`src/rtl/uart_tx.sv`:
```
// uart_tx: 8-N-1 serial transmitter with a one-byte holding register.
// A byte is accepted on tx_start while tx_ready is high. The shifter then
// drives start, data (LSB first), optional parity and stop bits, each bit
// lasting CLKS_PER_BIT clocks.
// Optional feature: define UART_TX_PARITY_EN to insert an even parity bit
// between data bit 7 and the stop bit (8-E-1, 11-bit frame).
module uart_tx #(
  parameter int CLKS_PER_BIT = 10416
) (
  input  logic       clk,
  input  logic       rst,
  input  logic [7:0] tx_byte,
  input  logic       tx_start,
  output logic       tx_ready,
  output logic       tx_serial,
  output logic       tx_busy,
  output logic       tx_done,
  output logic       tx_overrun
);

  localparam int CNT_W = $clog2(CLKS_PER_BIT);
  localparam logic [CNT_W-1:0] BIT_LAST = CNT_W'(CLKS_PER_BIT - 1);

  typedef enum logic [2:0] {
    IDLE       = 3'd0,
    START_BIT  = 3'd1,
    DATA_BITS  = 3'd2,
`ifdef UART_TX_PARITY_EN
    PARITY_BIT = 3'd3,
`endif
    STOP_BIT   = 3'd4
  } state_t;

  state_t           state_q, state_d;
  logic [CNT_W-1:0] clk_cnt_q, clk_cnt_d;
  logic [2:0]       bit_cnt_q, bit_cnt_d;
  logic             hold_full;
  logic [7:0]       hold_data;
  logic [7:0]       shift_q;
  logic             load;
  logic             shift_en;
  logic             done_set;
  logic             line_d;
  logic             bit_end;
  logic             accept;
  logic             tx_done_p0;
  logic             tx_done_p1;
`ifdef UART_TX_PARITY_EN
  logic             parity_q;
`endif

  // Holding register handshake: a full register blocks new requests, and a
  // request that arrives while full is flagged and dropped.
  assign accept     = tx_start & ~hold_full;
  assign tx_ready   = ~hold_full;
  assign tx_overrun = rst & tx_start & hold_full;
  assign tx_busy    = (state_q != IDLE);
  assign bit_end    = (clk_cnt_q == BIT_LAST);
  assign tx_done    = tx_done_p1;

  // Next-state, bit timer and line level for the shifter FSM.
  always_comb begin
    state_d   = state_q;
    clk_cnt_d = clk_cnt_q;
    bit_cnt_d = bit_cnt_q;
    load      = 1'b0;
    shift_en  = 1'b0;
    done_set  = 1'b0;
    line_d    = 1'b1;
    case (state_q)
      IDLE: begin
        line_d    = 1'b1;
        clk_cnt_d = '0;
        if (hold_full) begin
          load      = 1'b1;
          bit_cnt_d = '0;
          state_d   = START_BIT;
        end
      end
      START_BIT: begin
        line_d = 1'b0;
        if (bit_end) begin
          clk_cnt_d = '0;
          state_d   = DATA_BITS;
        end else begin
          clk_cnt_d = clk_cnt_q + CNT_W'(1);
        end
      end
      DATA_BITS: begin
        line_d = shift_q[0];
        if (bit_end) begin
          clk_cnt_d = '0;
          shift_en  = 1'b1;
          if (bit_cnt_q == 3'd7) begin
`ifdef UART_TX_PARITY_EN
            state_d = PARITY_BIT;
`else
            state_d = STOP_BIT;
`endif
          end else begin
            bit_cnt_d = bit_cnt_q + 3'd1;
          end
        end else begin
          clk_cnt_d = clk_cnt_q + CNT_W'(1);
        end
      end
`ifdef UART_TX_PARITY_EN
      PARITY_BIT: begin
        line_d = parity_q;
        if (bit_end) begin
          clk_cnt_d = '0;
          state_d   = STOP_BIT;
        end else begin
          clk_cnt_d = clk_cnt_q + CNT_W'(1);
        end
      end
`endif
      STOP_BIT: begin
        line_d = 1'b1;
        if (bit_end) begin
          clk_cnt_d = '0;
          done_set  = 1'b1;
          // A waiting byte starts immediately so frames run back-to-back.
          if (hold_full) begin
            load      = 1'b1;
            bit_cnt_d = '0;
            state_d   = START_BIT;
          end else begin
            state_d   = IDLE;
          end
        end else begin
          clk_cnt_d = clk_cnt_q + CNT_W'(1);
        end
      end
      default: begin
        line_d    = 1'b1;
        clk_cnt_d = '0;
        bit_cnt_d = '0;
        state_d   = IDLE;
      end
    endcase
  end

  // Control state: FSM, counters, holding flag, registered line and done.
  always_ff @(posedge clk) begin
    if (!rst) begin
      state_q    <= IDLE;
      clk_cnt_q  <= '0;
      bit_cnt_q  <= '0;
      hold_full  <= 1'b0;
      tx_serial  <= 1'b1;
      tx_done_p0 <= 1'b0;
      tx_done_p1 <= 1'b0;
    end else begin
      state_q    <= state_d;
      clk_cnt_q  <= clk_cnt_d;
      bit_cnt_q  <= bit_cnt_d;
      // ---- stage p0: line level registered one cycle behind the FSM ----
      tx_serial  <= line_d;
      tx_done_p0 <= done_set;
      // ---- stage p1: done aligned to the cycle after the last stop cycle ----
      tx_done_p1 <= tx_done_p0;
      if (load) begin
        hold_full <= 1'b0;
      end else if (accept) begin
        hold_full <= 1'b1;
      end
    end
  end

  // Data path: holding byte, shift register and parity captured at load.
  always_ff @(posedge clk) begin
    if (accept) begin
      hold_data <= tx_byte;
    end
    if (load) begin
      shift_q <= hold_data;
    end else if (shift_en) begin
      shift_q <= {1'b0, shift_q[7:1]};
    end
`ifdef UART_TX_PARITY_EN
    if (load) begin
      parity_q <= ^hold_data;
    end
`endif
  end

endmodule

```
`config.mk`:
```
export PLATFORM = sky130hd
export DESIGN_NAME = uart_tx
export DESIGN_NICKNAME = d
export VERILOG_FILES = /design/src/rtl/uart_tx.sv
export SDC_FILE = /design/constraint.sdc
export NUM_CORES = 1
export LEC_CHECK = 0
export CORE_AREA = 2 2 62 64
export DETAILED_ROUTE_END_ITERATION = 16
export DIE_AREA = 0 0 64 66
export PLACE_DENSITY = 0.77
export SLEW_MARGIN = 20
export SYNTH_ARGS = -nofsm -noshare
export SYNTH_HDL_FRONTEND = slang
export SYNTH_SLANG_ARGS = --single-unit
```
`constraint.sdc`:
```
create_clock -name clk -period 2.7 [get_ports clk]
set_input_delay 0.54 -clock clk [delete_from_list [all_inputs] [get_ports clk]]
set_output_delay 0.54 -clock clk [all_outputs]
set_load 0.05 [all_outputs]
```
==> run_summary.xml, run 1 <==
<?xml version="1.0" encoding="UTF-8"?>
<metrics>
  <group name="critical_path">
    <metric name="crit_chain" unit="">or3_1, clkdlybuf4s50_1</metric>
    <metric name="worst_setup_path_start_kind" unit="">flop</metric>
    <metric name="cp.required" unit="ns">2.16</metric>
    <metric name="worstReg2RegStart" unit="">clk_cnt_q[0]</metric>
    <metric name="timing.critical_path.max_delay_family" unit="">buffers and inverters</metric>
    <metric name="worst-r2r-cell-count" unit="">6</metric>
  </group>
  <group name="detailed_routing">
    <metric name="first_iter_violations" unit="">55</metric>
    <metric name="highest-signal-layer" unit="">met4</metric>
    <metric name="post_drt_via_cell_ratio" unit="">5.112</metric>
    <metric name="met3WireLength" unit="um">108</metric>
  </group>
  <group name="sta">
    <metric name="timing_hold_violations_final" unit="">0</metric>
    <metric name="fmax" unit="MHz">416.3</metric>
    <metric name="final_setup_violation_count" unit="">0</metric>
    <metric name="hold_slack" unit="ns">0.4438</metric>
    <metric name="setup_tns" unit="ns">0</metric>
    <metric name="timing.final.ws_setup" unit="ns">0.2981</metric>
    <metric name="slew_violations" unit="">0</metric>
    <metric name="timing.final.crit_share" unit="">0.8896</metric>
    <metric name="min_period" unit="ns">2.402</metric>
  </group>
  <group name="status">
    <metric name="outcome" unit="">finished clean</metric>
  </group>
  <group name="layout">
    <metric name="seq_share" unit="">0.4839</metric>
    <metric name="diodes" unit="">0</metric>
    <metric name="n_clock_buffer" unit="">7</metric>
    <metric name="layout.clock.cell_area_share" unit="">0.02520</metric>
  </group>
  <group name="power_and_ir_drop">
    <metric name="power_share_of_the_clock_group" unit="">0.268</metric>
    <metric name="clock_power" unit="uW">280</metric>
    <metric name="comb_cell_power" unit="uW">100</metric>
    <metric name="maximum_resistive_drop_on_vdd" unit="mV">0.3606</metric>
    <metric name="power.share.switching" unit="">0.2287</metric>
  </group>
  <group name="floorplan">
    <metric name="initCoreUtil" unit="">0.4898</metric>
    <metric name="chipHeight" unit="um">66</metric>
    <metric name="core_area" unit="sq mm">0.003551</metric>
    <metric name="die-width" unit="um">64</metric>
  </group>
  <group name="global_routing">
    <metric name="total_routing_usage_reported_by_global_routing" unit="">0.1470</metric>
    <metric name="use_met1" unit="">0.1522</metric>
    <metric name="met3_track_demand_over_resource" unit="">0.04600</metric>
    <metric name="antenna_found_initial" unit="">0</metric>
    <metric name="grt_first_pass_wirelength" unit="mm">4.657</metric>
  </group>
  <group name="clock_network">
    <metric name="worst_skew_pair.late_latency" unit="ns">0.35</metric>
    <metric name="post_cts_resize_count" unit="">0</metric>
  </group>
  <group name="synthesis">
    <metric name="synth_dominant_cell_count" unit="">dfxtp_1</metric>
    <metric name="synth-async-reset-ratio" unit="">0</metric>
    <metric name="synth-edff-count" unit="">16</metric>
    <metric name="synth_compound_gate_area_share" unit="">0.06259</metric>
    <metric name="synthTopLogicFamily" unit="">simple AND/OR/NAND/NOR gates</metric>
    <metric name="synth_adder_area_share" unit="">0.02158</metric>
  </group>
  <group name="placed_design">
    <metric name="io_buffer_count" unit="">15</metric>
    <metric name="preCtsSetupSlack" unit="ns">0.4832</metric>
    <metric name="place_congestion" unit="">0.9101</metric>
    <metric name="post_dp_cell_area" unit="sq mm">0.001936</metric>
  </group>
</metrics>
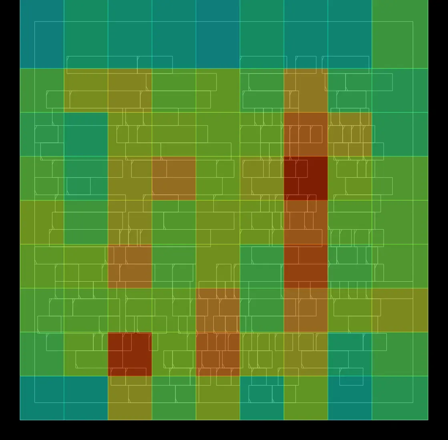
Figure 1: run 1, routing congestion.
GRT busiest layer: met2
global-route track usage on met2: 0.2617
DR WL/cell: 12.23 um
final core utilization: 0.5592

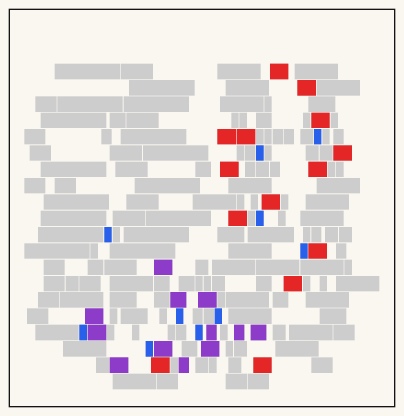
Figure 2: run 1, selected gate families.
Drawn at 6 px/um.
Key: red = XOR/XNOR gates [cells 14]; blue = inverters [cells 10]; purple = inverting AOI/OAI gates [cells 12, where bottom middle]
post-route insts no fill: 224
Top cell excl fill/tap: dfxtp_1

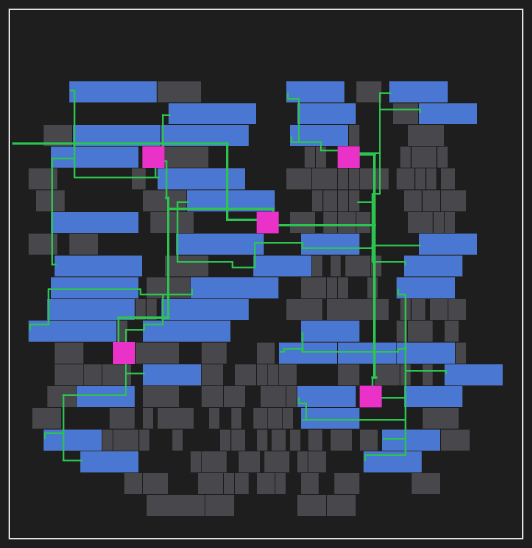
Figure 3: run 1, clock distribution.
Drawn at 8 px/um.
Key: blue = flip-flops [count 40]; magenta = clock drivers [count 5]; green = clock wires [length 427 um]
There are 6 routed clock nets.

Figure 4. Wires at chosen ports, followed through buffers (run 1).
Drawn at 8 px/um.
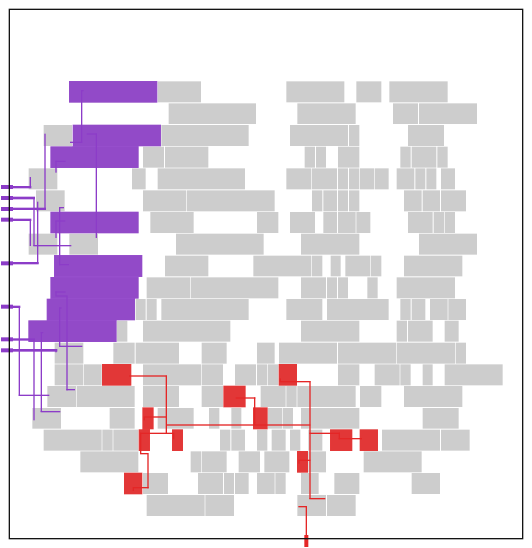

## Run 2: what changed since run 1
--- a/config.mk
+++ b/config.mk
@@ -5,10 +5,11 @@
 export SDC_FILE = /design/constraint.sdc
 export NUM_CORES = 1
 export LEC_CHECK = 0
-export CORE_AREA = 2 2 62 64
+export ABC_AREA = 1
+export CORE_AREA = 2 2 63 65
 export DETAILED_ROUTE_END_ITERATION = 16
-export DIE_AREA = 0 0 64 66
-export PLACE_DENSITY = 0.77
+export DIE_AREA = 0 0 65 67
+export PLACE_DENSITY = 0.75
 export SLEW_MARGIN = 20
 export SYNTH_ARGS = -nofsm -noshare
 export SYNTH_HDL_FRONTEND = slang
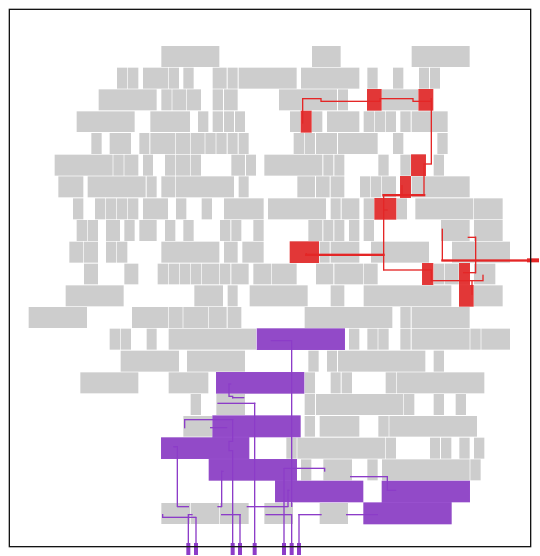
Figure 5: run 2, wires at chosen ports, followed through buffers.
Drawn at 8 px/um.
Key: red = `rst` [direction input, end cells 10, buffers 2, wire 96.9 um]; purple = `tx_byte` [direction input, end cells 8, buffers 8, wire 153 um]
I/O pins: 16
number of port buffers: 15

==> run_summary.xml, run 2 <==
<?xml version="1.0" encoding="UTF-8"?>
<metrics>
  <group name="power_and_ir_drop">
    <metric name="power.share.switching" unit="">0.3230</metric>
    <metric name="clock_power" unit="uW">494</metric>
    <metric name="maximum_resistive_drop_on_vdd" unit="mV">0.3521</metric>
    <metric name="comb_cell_power" unit="uW">455</metric>
  </group>
  <group name="layout">
    <metric name="n_clock_buffer" unit="">5</metric>
    <metric name="diodes" unit="">0</metric>
    <metric name="seq_share" unit="">0.4615</metric>
  </group>
  <group name="synthesis">
    <metric name="synth_dominant_cell_count" unit="">nand2_1</metric>
    <metric name="synth_adder_area_share" unit="">0.02138</metric>
  </group>
  <group name="status">
    <metric name="outcome" unit="">finished clean</metric>
  </group>
  <group name="detailed_routing">
    <metric name="highest-signal-layer" unit="">met4</metric>
    <metric name="met3WireLength" unit="um">121</metric>
  </group>
  <group name="sta">
    <metric name="final_setup_violation_count" unit="">0</metric>
    <metric name="timing.final.crit_share" unit="">0.8189</metric>
    <metric name="timing.final.ws_setup" unit="ns">0.4890</metric>
    <metric name="timing_hold_violations_final" unit="">0</metric>
  </group>
  <group name="floorplan">
    <metric name="core_area" unit="sq mm">0.003606</metric>
    <metric name="die-width" unit="um">65</metric>
  </group>
  <group name="critical_path">
    <metric name="worst-r2r-cell-count" unit="">5</metric>
    <metric name="cp.required" unit="ns">2.16</metric>
    <metric name="worst_setup_path_start_kind" unit="">flop</metric>
  </group>
  <group name="global_routing">
    <metric name="grt.busiest_layer" unit="">met2</metric>
    <metric name="total_routing_usage_reported_by_global_routing" unit="">0.1577</metric>
    <metric name="antenna_found_initial" unit="">0</metric>
  </group>
  <group name="clock_network">
    <metric name="worst_skew_pair.late_latency" unit="ns">0.29</metric>
    <metric name="post_cts_resize_count" unit="">0</metric>
  </group>
  <group name="placed_design">
    <metric name="preCtsSetupSlack" unit="ns">0.5099</metric>
  </group>
</metrics>
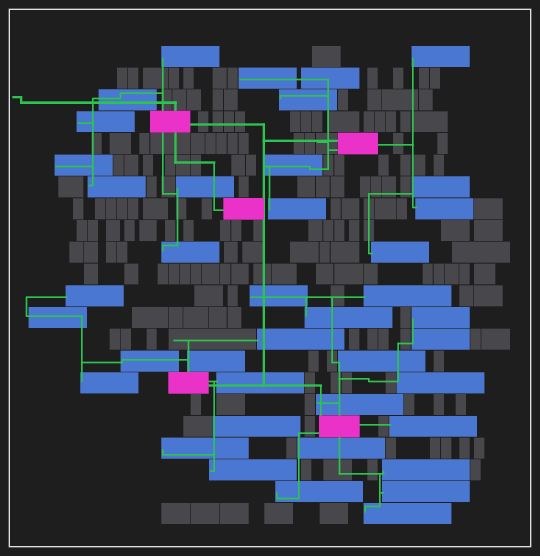
Figure 6: run 2, clock distribution.
Drawn at 8 px/um.
Key: green = clock wires [length 443 um]; blue = flip-flops [count 40]; magenta = clock drivers [count 5]
There are 6 routed clock nets.

Figure 7. Selected gate families (run 2).
Drawn at 6 px/um.
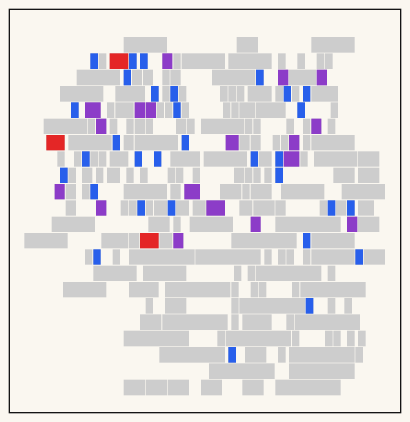

## Run 3: what changed since run 2
--- a/config.mk
+++ b/config.mk
@@ -9,7 +9,7 @@
 export CORE_AREA = 2 2 63 65
 export DETAILED_ROUTE_END_ITERATION = 16
 export DIE_AREA = 0 0 65 67
-export PLACE_DENSITY = 0.75
+export PLACE_DENSITY = 0.78
 export SLEW_MARGIN = 20
 export SYNTH_ARGS = -nofsm -noshare
 export SYNTH_HDL_FRONTEND = slang
==> constraint.sdc (replaced) <==
create_clock -name clk -period 1.9 [get_ports clk]
set_input_delay 0.38 -clock clk [delete_from_list [all_inputs] [get_ports clk]]
set_output_delay 0.38 -clock clk [all_outputs]
set_load 0.05 [all_outputs]
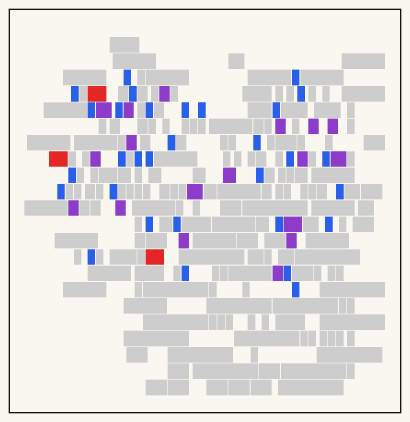
Figure 8: run 3, selected gate families.
Drawn at 6 px/um.
Key: red = XOR/XNOR gates [cells 3]; purple = inverting AOI/OAI gates [cells 18]; blue = inverters [cells 31]
Top cell excl fill/tap: nand2_1
post-route insts no fill: 282

==> run_summary.xml, run 3 <==
<?xml version="1.0" encoding="UTF-8"?>
<metrics>
  <group name="floorplan">
    <metric name="chipHeight" unit="um">67</metric>
    <metric name="ioPinCount" unit="">16</metric>
  </group>
  <group name="layout">
    <metric name="layout.clock.cell_area_share" unit="">0.03986</metric>
    <metric name="seq_share" unit="">0.4638</metric>
    <metric name="diodes" unit="">0</metric>
    <metric name="n_clock_buffer" unit="">5</metric>
  </group>
  <group name="global_routing">
    <metric name="met3_track_demand_over_resource" unit="">0.05743</metric>
    <metric name="grt_first_pass_wirelength" unit="mm">5.526</metric>
  </group>
  <group name="clock_network">
    <metric name="post_cts_resize_count" unit="">0</metric>
  </group>
  <group name="sta">
    <metric name="final_setup_violation_count" unit="">0</metric>
    <metric name="timing_hold_violations_final" unit="">0</metric>
    <metric name="timing.final.crit_share" unit="">0.9395</metric>
    <metric name="setup_tns" unit="ns">0</metric>
    <metric name="slew_violations" unit="">0</metric>
  </group>
  <group name="synthesis">
    <metric name="synth_adder_area_share" unit="">0.02138</metric>
    <metric name="synthTopLogicFamily" unit="">simple AND/OR/NAND/NOR gates</metric>
  </group>
  <group name="detailed_routing">
    <metric name="highest-signal-layer" unit="">met4</metric>
    <metric name="met3WireLength" unit="um">129</metric>
    <metric name="post_drt_via_cell_ratio" unit="">4.777</metric>
    <metric name="wire_per_inst" unit="um">10.58</metric>
  </group>
  <group name="critical_path">
    <metric name="cp.required" unit="ns">1.52</metric>
    <metric name="worstReg2RegStart" unit="">clk_cnt_q[0]</metric>
    <metric name="worst_setup_path_start_kind" unit="">flop</metric>
    <metric name="timing.critical_path.max_delay_family" unit="">buffers and inverters</metric>
    <metric name="crit_chain" unit="">clkdlybuf4s50_1</metric>
  </group>
  <group name="placed_design">
    <metric name="preCtsSetupSlack" unit="ns">0.1520</metric>
  </group>
  <group name="status">
    <metric name="outcome" unit="">finished clean</metric>
  </group>
  <group name="power_and_ir_drop">
    <metric name="comb_cell_power" unit="uW">676</metric>
  </group>
</metrics>
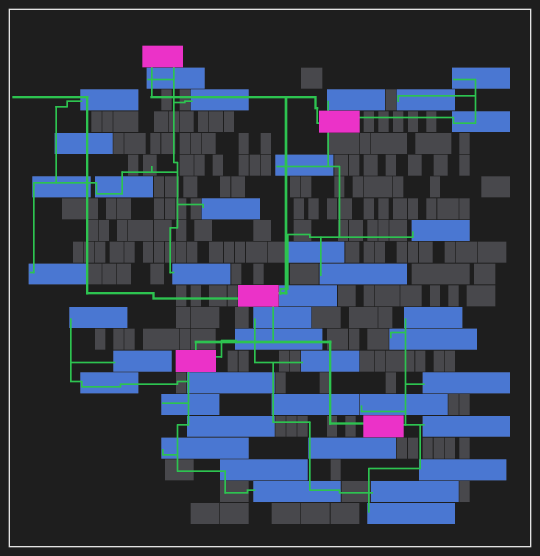
Figure 9: run 3, clock distribution.
Drawn at 8 px/um.
Key: blue = flip-flops [count 40]; green = clock wires [length 487 um]; magenta = clock drivers [count 5]
There are 6 routed clock nets.
insertion delay at the late pin of the worst-skew pair: 0.29 ns
Post-Route Skew: 0.008174 ns
power share of the clock group: 0.231

No activity file was given, so power comes from the tool's default toggle rates.
